Figure 1. Power grid.
(4 px per µm) Pins as bars on the die edge.
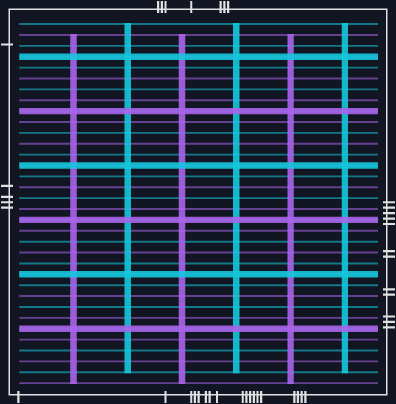
Figure 2. Routed clock nets over the placement.
(3 px per µm)
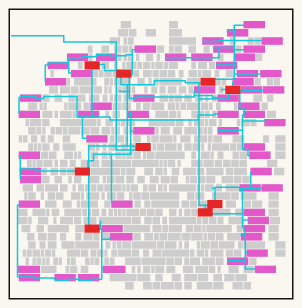
Figure 3. Clock wiring as the flow saved it.
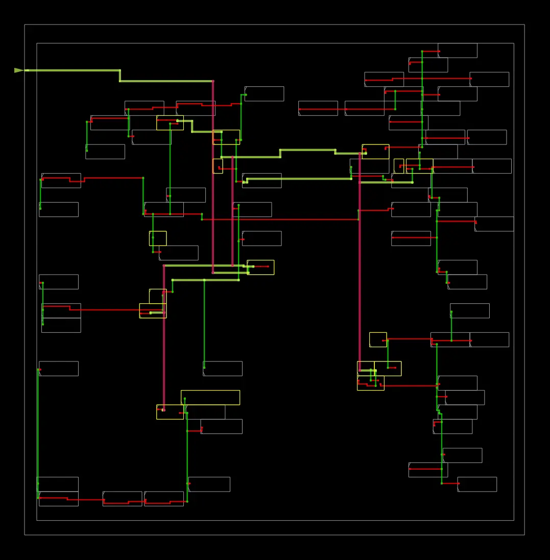
Figure 4. Signal wires by layer.
(4 px per µm)
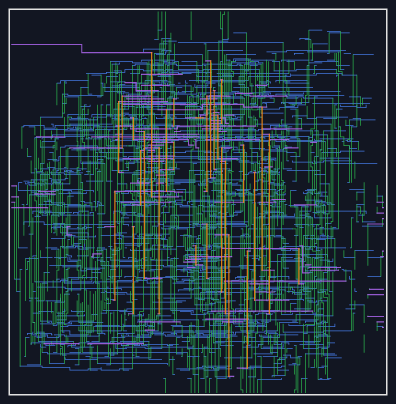
Figure 5. Gate-type map.
(3 px per µm)
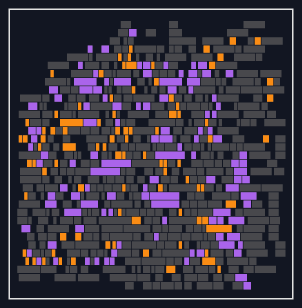
<file path="src/rtl/obs_pkg.sv">
// Obstacle sprite package.
// Holds the obstacle type codes and the sprite geometry constants.
// The obstacle renderer and the obstacle sprite ROM both import it.
package obs_pkg;

    typedef enum logic [2:0] {
        EMPTY       = 3'd0,
        CAC_3       = 3'd1,
        CAC_2       = 3'd2,
        CAC_THICK_1 = 3'd3,
        CAC_THICK_2 = 3'd4,
        CAC_THIN    = 3'd5,
        BIRD_LOW    = 3'd6,
        BIRD_HIGH   = 3'd7
    } obs_type_e;

    // Sprites are stored as 16x16 bitmaps and drawn at 2x scale.
    localparam int SPR_DIM   = 16;
    localparam int SPR_SHIFT = 1;
    localparam int OBS_BOX   = SPR_DIM << SPR_SHIFT;  // on-screen box edge, 32 px

    // Random bits to a drawable type. Zero would mean "no obstacle", so it
    // is folded onto the first real sprite.
    function automatic obs_type_e lfsr_to_type(input logic [2:0] bits);
        return (bits == 3'd0) ? CAC_3 : obs_type_e'(bits);
    endfunction

endpackage

</file>
<file path="src/rtl/obs_render_if.sv">
// Sprite ROM read interface between the obstacle renderer and the ROM.
//   rom_counter  : {rom_y, rom_x} address, renderer -> ROM
//   obs_type     : sprite select, EMPTY = 0, renderer -> ROM
//   sprite_color : combinational ROM bit for the current address/type, ROM -> renderer
interface obs_render_if;
    logic [7:0] rom_counter;
    logic [2:0] obs_type;
    logic       sprite_color;

    modport master (
        output rom_counter,
        output obs_type,
        input  sprite_color
    );

    modport slave (
        input  rom_counter,
        input  obs_type,
        output sprite_color
    );
endinterface

</file>
<file path="src/rtl/obs_lfsr.sv">
// Free-running 16-bit Fibonacci LFSR used to pick obstacle types.
// Polynomial taps 16,14,13,11 (bits 15,13,12,10), shifting towards the MSB.
// Ports:
//   clk    : clock
//   rst    : synchronous active-high reset, loads SEED
//   lfsr_o : current register value
module obs_lfsr #(
    parameter logic [15:0] SEED = 16'hACE1
) (
    input  logic        clk,
    input  logic        rst,
    output logic [15:0] lfsr_o
);

    logic [15:0] lfsr_q;
    logic [15:0] lfsr_d;

    assign lfsr_d = {lfsr_q[14:0], lfsr_q[15] ^ lfsr_q[13] ^ lfsr_q[12] ^ lfsr_q[10]};

    always_ff @(posedge clk) begin
        if (rst) begin
            lfsr_q <= SEED;
        end else begin
            lfsr_q <= lfsr_d;
        end
    end

    assign lfsr_o = lfsr_q;

endmodule

</file>
<file path="src/rtl/obs_render.sv">
// Obstacle scroller and renderer.
// Owns NUM_SLOTS obstacle slots, scrolls them left on each frame tick, spawns
// new obstacles at the right screen edge, and turns each pixel position into a
// sprite ROM request. The ROM bit comes back combinationally and is registered
// as the obstacle pixel, two cycles after the pixel position was presented.
// Ports:
//   clk, rst        : clock, synchronous active-high reset
//   i_hpos, i_vpos  : current pixel position
//   i_frame_tick    : one pulse per frame (vblank), moves/spawns when i_game_run
//   i_game_run      : enables scrolling and spawning
//   i_clear         : empties all slots, wins over a same-cycle frame tick
//   i_speed         : pixels moved per frame tick
//   rom_if          : sprite ROM address/type out, ROM bit in
//   o_obs_pixel     : obstacle pixel on
module obs_render
    import obs_pkg::*;
#(
    parameter int          NUM_SLOTS = 2,
    parameter int          SCREEN_W  = 640,
    parameter int          SCREEN_H  = 480,
    parameter int          GROUND_Y  = 400,
    parameter int          MIN_GAP   = 200,
    parameter logic [15:0] LFSR_SEED = 16'hACE1
) (
    input  logic         clk,
    input  logic         rst,
    input  logic [9:0]   i_hpos,
    input  logic [9:0]   i_vpos,
    input  logic         i_frame_tick,
    input  logic         i_game_run,
    input  logic         i_clear,
    input  logic [3:0]   i_speed,
    obs_render_if.master rom_if,
    output logic         o_obs_pixel
);

    localparam int IDX_W = (NUM_SLOTS > 1) ? $clog2(NUM_SLOTS) : 1;

    // All geometry is evaluated as 11-bit signed so slots can sit partly
    // off the left edge.
    localparam logic signed [10:0] SPAWN_X = 11'(SCREEN_W);
    localparam logic signed [10:0] GAP_X   = 11'(SCREEN_W - MIN_GAP);
    localparam logic signed [10:0] KILL_X  = 11'(-OBS_BOX);
    localparam logic signed [10:0] BOX_W   = 11'(OBS_BOX);
    localparam logic signed [10:0] BOX_TOP = 11'(GROUND_Y - OBS_BOX);
    localparam logic signed [10:0] SCR_W   = 11'(SCREEN_W);
    localparam logic signed [10:0] SCR_H   = 11'(SCREEN_H);

    // ------------------------------------------------------------------
    // Type source
    // ------------------------------------------------------------------
    logic [15:0] lfsr_w;
    logic        lfsr_unused_w;

    obs_lfsr #(
        .SEED (LFSR_SEED)
    ) u_lfsr (
        .clk    (clk),
        .rst    (rst),
        .lfsr_o (lfsr_w)
    );

    // Only the low three bits pick a type.
    assign lfsr_unused_w = ^lfsr_w[15:3];

    // ------------------------------------------------------------------
    // Slot state
    // ------------------------------------------------------------------
    logic               slot_valid_q [NUM_SLOTS];
    logic               slot_valid_d [NUM_SLOTS];
    logic signed [10:0] slot_x_q     [NUM_SLOTS];
    logic signed [10:0] slot_x_d     [NUM_SLOTS];
    obs_type_e          slot_type_q  [NUM_SLOTS];
    obs_type_e          slot_type_d  [NUM_SLOTS];
    logic [IDX_W-1:0]   newest_q;
    logic [IDX_W-1:0]   newest_d;

    logic signed [10:0] speed_w;
    logic signed [10:0] moved_x_w [NUM_SLOTS];
    logic               any_valid_w;
    logic               free_found_w;
    logic [IDX_W-1:0]   free_idx_w;
    logic               spawn_w;

    assign speed_w = $signed({7'd0, i_speed});

    for (genvar gi = 0; gi < NUM_SLOTS; gi++) begin : g_move
        assign moved_x_w[gi] = slot_x_q[gi] - speed_w;
    end

    // Spawn decision on pre-update state: a slot freed by this very tick is
    // still counted as occupied, so it only becomes reusable next tick.
    // Scanning downwards leaves the lowest free index in free_idx_w.
    always_comb begin
        any_valid_w  = 1'b0;
        free_found_w = 1'b0;
        free_idx_w   = '0;
        for (int i = NUM_SLOTS - 1; i >= 0; i--) begin
            if (slot_valid_q[i]) begin
                any_valid_w = 1'b1;
            end else begin
                free_found_w = 1'b1;
                free_idx_w   = IDX_W'(i);
            end
        end
        spawn_w = free_found_w && (!any_valid_w || (slot_x_q[newest_q] <= GAP_X));
    end

    always_comb begin
        newest_d = newest_q;
        for (int i = 0; i < NUM_SLOTS; i++) begin
            slot_valid_d[i] = slot_valid_q[i];
            slot_x_d[i]     = slot_x_q[i];
            slot_type_d[i]  = slot_type_q[i];
        end

        if (i_clear) begin
            for (int i = 0; i < NUM_SLOTS; i++) begin
                slot_valid_d[i] = 1'b0;
                slot_type_d[i]  = EMPTY;
            end
        end else if (i_frame_tick && i_game_run) begin
            for (int i = 0; i < NUM_SLOTS; i++) begin
                if (slot_valid_q[i]) begin
                    slot_x_d[i] = moved_x_w[i];
                    // Box fully past the left edge: retire the slot.
                    if (moved_x_w[i] <= KILL_X) begin
                        slot_valid_d[i] = 1'b0;
                        slot_type_d[i]  = EMPTY;
                    end
                end
            end
            // The spawn target was free before the tick, so it never
            // collides with the scroll updates above.
            if (spawn_w) begin
                slot_valid_d[free_idx_w] = 1'b1;
                slot_x_d[free_idx_w]     = SPAWN_X;
                slot_type_d[free_idx_w]  = lfsr_to_type(lfsr_w[2:0]);
                newest_d                 = free_idx_w;
            end
        end
    end

    always_ff @(posedge clk) begin
        if (rst) begin
            for (int i = 0; i < NUM_SLOTS; i++) begin
                slot_valid_q[i] <= 1'b0;
                slot_x_q[i]     <= '0;
                slot_type_q[i]  <= EMPTY;
            end
            newest_q <= '0;
        end else begin
            for (int i = 0; i < NUM_SLOTS; i++) begin
                slot_valid_q[i] <= slot_valid_d[i];
                slot_x_q[i]     <= slot_x_d[i];
                slot_type_q[i]  <= slot_type_d[i];
            end
            newest_q <= newest_d;
        end
    end

    // ------------------------------------------------------------------
    // Render stage 1: hit test and ROM request
    // ------------------------------------------------------------------
    logic signed [10:0]   hpos_s;
    logic signed [10:0]   vpos_s;
    logic signed [10:0]   dy_w;
    logic signed [10:0]   dx_w [NUM_SLOTS];
    logic                 on_screen_w;
    logic                 row_hit_w;
    logic [NUM_SLOTS-1:0] hit_w;

    logic [7:0] rom_counter_q;
    logic [7:0] rom_counter_d;
    obs_type_e  obs_type_q;
    obs_type_e  obs_type_d;
    logic       obs_pixel_q;

    assign hpos_s      = $signed({1'b0, i_hpos});
    assign vpos_s      = $signed({1'b0, i_vpos});
    assign dy_w        = vpos_s - BOX_TOP;
    assign on_screen_w = (hpos_s < SCR_W) && (vpos_s < SCR_H);
    assign row_hit_w   = (dy_w >= 11'sd0) && (dy_w < BOX_W);

    for (genvar gi = 0; gi < NUM_SLOTS; gi++) begin : g_hit
        assign dx_w[gi]  = hpos_s - slot_x_q[gi];
        assign hit_w[gi] = slot_valid_q[gi] && on_screen_w && row_hit_w &&
                           (dx_w[gi] >= 11'sd0) && (dx_w[gi] < BOX_W);
    end

    // Walk from the highest index down so the lowest hitting slot wins.
    // Dropping bit 0 of dx/dy gives the 2x scale; x is inverted because the
    // ROM stores the leftmost pixel in bit 15.
    always_comb begin
        rom_counter_d = 8'd0;
        obs_type_d    = EMPTY;
        for (int i = NUM_SLOTS - 1; i >= 0; i--) begin
            if (hit_w[i]) begin
                rom_counter_d = {dy_w[4:1], ~dx_w[i][4:1]};
                obs_type_d    = slot_type_q[i];
            end
        end
    end

    always_ff @(posedge clk) begin
        if (rst) begin
            rom_counter_q <= 8'd0;
            obs_type_q    <= EMPTY;
            obs_pixel_q   <= 1'b0;
        end else begin
            rom_counter_q <= rom_counter_d;
            obs_type_q    <= obs_type_d;
            // Render stage 2: capture the ROM answer for the stage-1 request.
            obs_pixel_q   <= rom_if.sprite_color & (obs_type_q != EMPTY);
        end
    end

    assign rom_if.rom_counter = rom_counter_q;
    assign rom_if.obs_type    = obs_type_q;
    assign o_obs_pixel        = obs_pixel_q;

endmodule
</file>
<file path="src/flat_wrapper.sv">
// flat-port wrapper written by rule: the top's interface ports become plain ports
module obs_render_flat import obs_pkg::*;
#(
    parameter int          NUM_SLOTS = 2,
    parameter int          SCREEN_W  = 640,
    parameter int          SCREEN_H  = 480,
    parameter int          GROUND_Y  = 400,
    parameter int          MIN_GAP   = 200,
    parameter logic [15:0] LFSR_SEED = 16'hACE1
)
  (clk, rst, i_hpos, i_vpos, i_frame_tick, i_game_run, i_clear, i_speed, o_obs_pixel, rom_if_rom_counter, rom_if_obs_type, rom_if_sprite_color);
  obs_render_if rom_if_i ();
  input  logic clk;
  input  logic rst;
  input  logic [9:0] i_hpos;
  input  logic [9:0] i_vpos;
  input  logic i_frame_tick;
  input  logic i_game_run;
  input  logic i_clear;
  input  logic [3:0] i_speed;
  output logic o_obs_pixel;
  output wire logic [$bits(rom_if_i.rom_counter)-1:0] rom_if_rom_counter;
  output wire logic [$bits(rom_if_i.obs_type)-1:0] rom_if_obs_type;
  input wire logic [$bits(rom_if_i.sprite_color)-1:0] rom_if_sprite_color;
  assign rom_if_rom_counter = rom_if_i.rom_counter;
  assign rom_if_obs_type = rom_if_i.obs_type;
  assign rom_if_i.sprite_color = rom_if_sprite_color;
  obs_render #(.NUM_SLOTS(NUM_SLOTS), .SCREEN_W(SCREEN_W), .SCREEN_H(SCREEN_H), .GROUND_Y(GROUND_Y), .MIN_GAP(MIN_GAP), .LFSR_SEED(LFSR_SEED)) u_core (.clk(clk), .rst(rst), .i_hpos(i_hpos), .i_vpos(i_vpos), .i_frame_tick(i_frame_tick), .i_game_run(i_game_run), .i_clear(i_clear), .i_speed(i_speed), .rom_if(rom_if_i), .o_obs_pixel(o_obs_pixel));
endmodule
</file>
<file path="config.mk">
export PLATFORM = sky130hd
export DESIGN_NAME = obs_render_flat
export DESIGN_NICKNAME = d
export VERILOG_FILES = /design/src/rtl/obs_pkg.sv /design/src/rtl/obs_render_if.sv /design/src/rtl/obs_lfsr.sv /design/src/rtl/obs_render.sv /design/src/flat_wrapper.sv
export SDC_FILE = /design/constraint.sdc
export NUM_CORES = 1
export LEC_CHECK = 0
export CORE_AREA = 2 2 92 94
export DETAILED_ROUTE_END_ITERATION = 10
export DIE_AREA = 0 0 94 96
export PLACE_DENSITY = 0.75
export SLEW_MARGIN = 40
export SYNTH_ARGS = -nofsm -noshare
export SYNTH_HDL_FRONTEND = slang
export SYNTH_SLANG_ARGS = --single-unit
export TNS_END_PERCENT = 5
</file>
<file path="constraint.sdc">
create_clock -name clk -period 2.7 [get_ports clk]
set_input_delay 0.54 -clock clk [delete_from_list [all_inputs] [get_ports clk]]
set_output_delay 0.54 -clock clk [all_outputs]
set_load 0.03 [all_outputs]
</file>
==> results.tsv <==
stage	metric	value	unit
global_routing	vias in the first global route	4256	
timing	WHS	0.419	ns
critical_path	CP max FO	8	
routing	routed wl met2	6.47	mm
clock_network	CTS Buffer Depth	2	
layout	post-layout util	0.725	
logic_synthesis	Synth Cell Area	0.00404	mm²
routing	top layer reached by signal wires	met4	
layout	clock network area share	0.0341	
routing	Iteration-0 DRC Markers	276	
die	chip area	0.00902	mm²
pwr	Comb power frac	0.244	
timing	worst slew pin tran	0.587	ns
timing	worst setup margin	-0.0429	ns
timing	Final Max Tran Viols	0	
min_path	Hold Path End	u_core.u_lfsr.lfsr_o[6]	
status	status	finished with violations	
critical_path	r2r setup slk	0.01	ns
pwr	switch share	0.309	
layout	Area Overhead vs Synth	44.4	%
layout	# diodes	0	
clock_network	post-CTS repair timing setup buffer count	5	
min_path	WHS Path Cells	1	
layout	clock buffer count	9	
layout	proportion of layout cells with a drive suffix above 1	0.304	
logic_synthesis	Syn Inst Count	490	
routing	WL final	12.8	mm
die	num tapcells	105	
critical_path	RR Endpoint	u_core.rom_if.rom_counter[7]	
critical_path	Crit. End Element	register	
global_routing	met3 Use GR	0.0493	
clock_network	post-CTS sizing	42	
die	Rows	33	
die	FP Core Util	0.502	
clock_network	H-Tree Depth	3	
pwr	Peak VDD IR	0.252	mV
logic_synthesis	ys flop type	dfxtp_1	
pwr	sequential power	0.000926	W
critical_path	Reg2Reg Launch Point	u_core.slot_x_q[1][7]	
job	Tool Warnings	33	
layout	final net count	684	
logic_synthesis	Cell area leaders	dfxtp_1 30%, ha_1 9.3%, nor2_1 4.5%, xnor2_1 3.5%, inv_1 3.2%	
pwr	P_sw	0.000722	W
clock_network	hold buffers post-CTS	0	
place	worst slack, placed	-0.687	ns
routing	DRT Pass-1 Iters	5	
timing	final tally of hold violations	0	
die	Top Ports	42	
timing	Min Clock Period, post-route	2.74	ns
critical_path	Crit path arrival time	3.02	ns
critical_path	CP endpoint	u_core.rom_if.rom_counter[7]	
routing	# DRC	0	
layout	Largest Register	u_core.slot_x_q	
global_routing	met2 usage	0.513	
critical_path	FF-to-FF path depth	11	
layout	storage element area	0.00120	mm²
logic_synthesis	Avg Inst Size Synth	8.25	µm²
logic_synthesis	cell total in the yosys stat output	490	
status	failing checks	setup timing	
logic_synthesis	register share after synthesis	0.297	
logic_synthesis	async set-or-reset flop fraction in the synthesized netlist	0	
critical_path	CP required	2.98	ns
routing	routed len/inst	17.6	µm
clock_network	CTS root buf	clkbuf_8	
die	Die X	94	µm
logic_synthesis	Yosys chip area	0.00404	mm²
layout	Non-CTS buffers	133	
logic_synthesis	yosys synthesis warning count	0	
global_routing	largest net degree at the start of global routing	36	
logic_synthesis	unique cell type count in the Yosys netlist	69	
logic_synthesis	leading area contributor after synthesis	dfxtp_1	
logic_synthesis	Synth top cells by count	60 x dfxtp_1, 49 x nor2_1, 35 x inv_1	
pwr	clk pwr	0.000841	W
critical_path	Critical Path Start Type	input pin	
pwr	Clk network pwr share	0.360	
clock_network	clock tree sinks	60	
place	Post-Place Cell Area	0.00517	mm²
logic_synthesis	number of synthesized register bits	60	
layout	multi-input gates	376	
layout	max reg flops	22	
job	# Max-Cap Violations	0	
timing	setup_tns	-0.252	ns
timing	RSZ-0062 raised after global routing	true	
layout	Comb area	0.00303	mm²
routing	metal3 WL	738	µm
logic_synthesis	Top cell area share	0.297	
global_routing	busiest layer in global routing	met2	
die	Core Region	0.00805	mm²
pwr	Power, Total	0.00234	W
routing	DRT met1 WL	4.98	mm
place	placed cells	706	
die	Die H	96	µm
timing	Max Clk Rate	0.365	GHz
pwr	Comb group	0.000570	W
routing	vias per cell	6.00	
clock_network	clock transition at the registers of the reported paths	0.08	ns
logic_synthesis	number of synthesized flops with an enable pin	0	
place	port buffer count	40	
layout	largest class	combinational gates	
timing	Final Cycle Share	1.02	
critical_path	crit path kind	in2reg	
min_path	hold_sp	u_core.u_lfsr.lfsr_o[5]	
routing	total number of vias	4382	
critical_path	crit path launch	i_hpos[6]	
place	placer congestion estimate	0.982	
layout	fill count	602	
pwr	internal power	0.00161	W
global_routing	global route total overflow	0	
min_path	Hold Crit Class	reg2reg	
layout	Non-clock buffers, area share	0.192	
global_routing	M1 GR Usage	0.314	
logic_synthesis	top-count cell post-synth	dfxtp_1	
pwr	Pwr top	sequential cells	
layout	flop share of the area	0.206	
timing	final setup violation count	7	
routing	DRT antenna net count	0	
layout	fin area	0.00584	mm²
timing	Slew HR	0.604	
logic_synthesis	post-synth net total	554	
pwr	Seq pwr share	0.396	
clock_network	CTS tree	yes	
layout	most frequent cells in the layout	89 x buf_4, 57 x dfxtp_1, 49 x nor2_1	
pwr	Power Density	400	mW/mm²
global_routing	first-pass GRT wire length	19.7	mm
layout	invs w/o clock	40	
-- Figure 1 (at the start) --
[cyan] VDD
[purple] VSS
met5 straps: 6
met1 rails: 34
rows: 33

-- Figure 2 (at the start) --
[magenta] flip-flops | count: 60
[red] clock drivers | count: 9
[cyan] clock wires | length: 889 µm
routed clock nets: 10
flops lie: all over the die

-- Figure 3 (at the start) --
Flops: 60
worst skew pair latency: 0.36 ns
Num CTS Buffers: 9
clk_skew: 0.0196 ns

-- Figure 4 (at the start) --
[purple] metal 3 | wire length: 739 µm
[green] metal 2 | wire length: 6,470 µm
[blue] metal 1 | wire length: 4,980 µm
[orange] metal 4 | wire length: 641 µm

-- Figure 5 (at the start) --
[purple] inverting AOI/OAI gates | cells: 112 | most used: a21oi_1 | where: all over the die
[orange] NOR gates | cells: 89 | most used: nor2_1 | where: all over the die
final std cells w/o fill: 730
logic share of the area: 0.519
Commonest Layout Cell: buf_4

[cell families after synthesis]
| family | after synthesis | share of synthesized area |
|---|---|---|
| DFF | 60 | 0.297 |
| adders and majority gates | 34 | 0.113 |
| AOI/OAI and AO/OA | 134 | 0.238 |
| buffers and inverters | 54 | 0.0520 |
| xor gates and xnor gates | 27 | 0.0585 |
| muxes | 8 | 0.0210 |
| and+or+nand+nor | 173 | 0.220 |
[worst max-delay path, stage by stage]
cell,delay [ns]
dlygate4sd2_1,0.30
ha_4,0.27
buf_4,0.14
o21ai_0,0.47
a31oi_4,0.06
or4_1,0.49
nand3_1,0.12
nand4_1,0.16
buf_6,0.19
buf_4,0.15
a21oi_1,0.13
Power figures rest on the tool's default switching activity, not on a simulated workload.
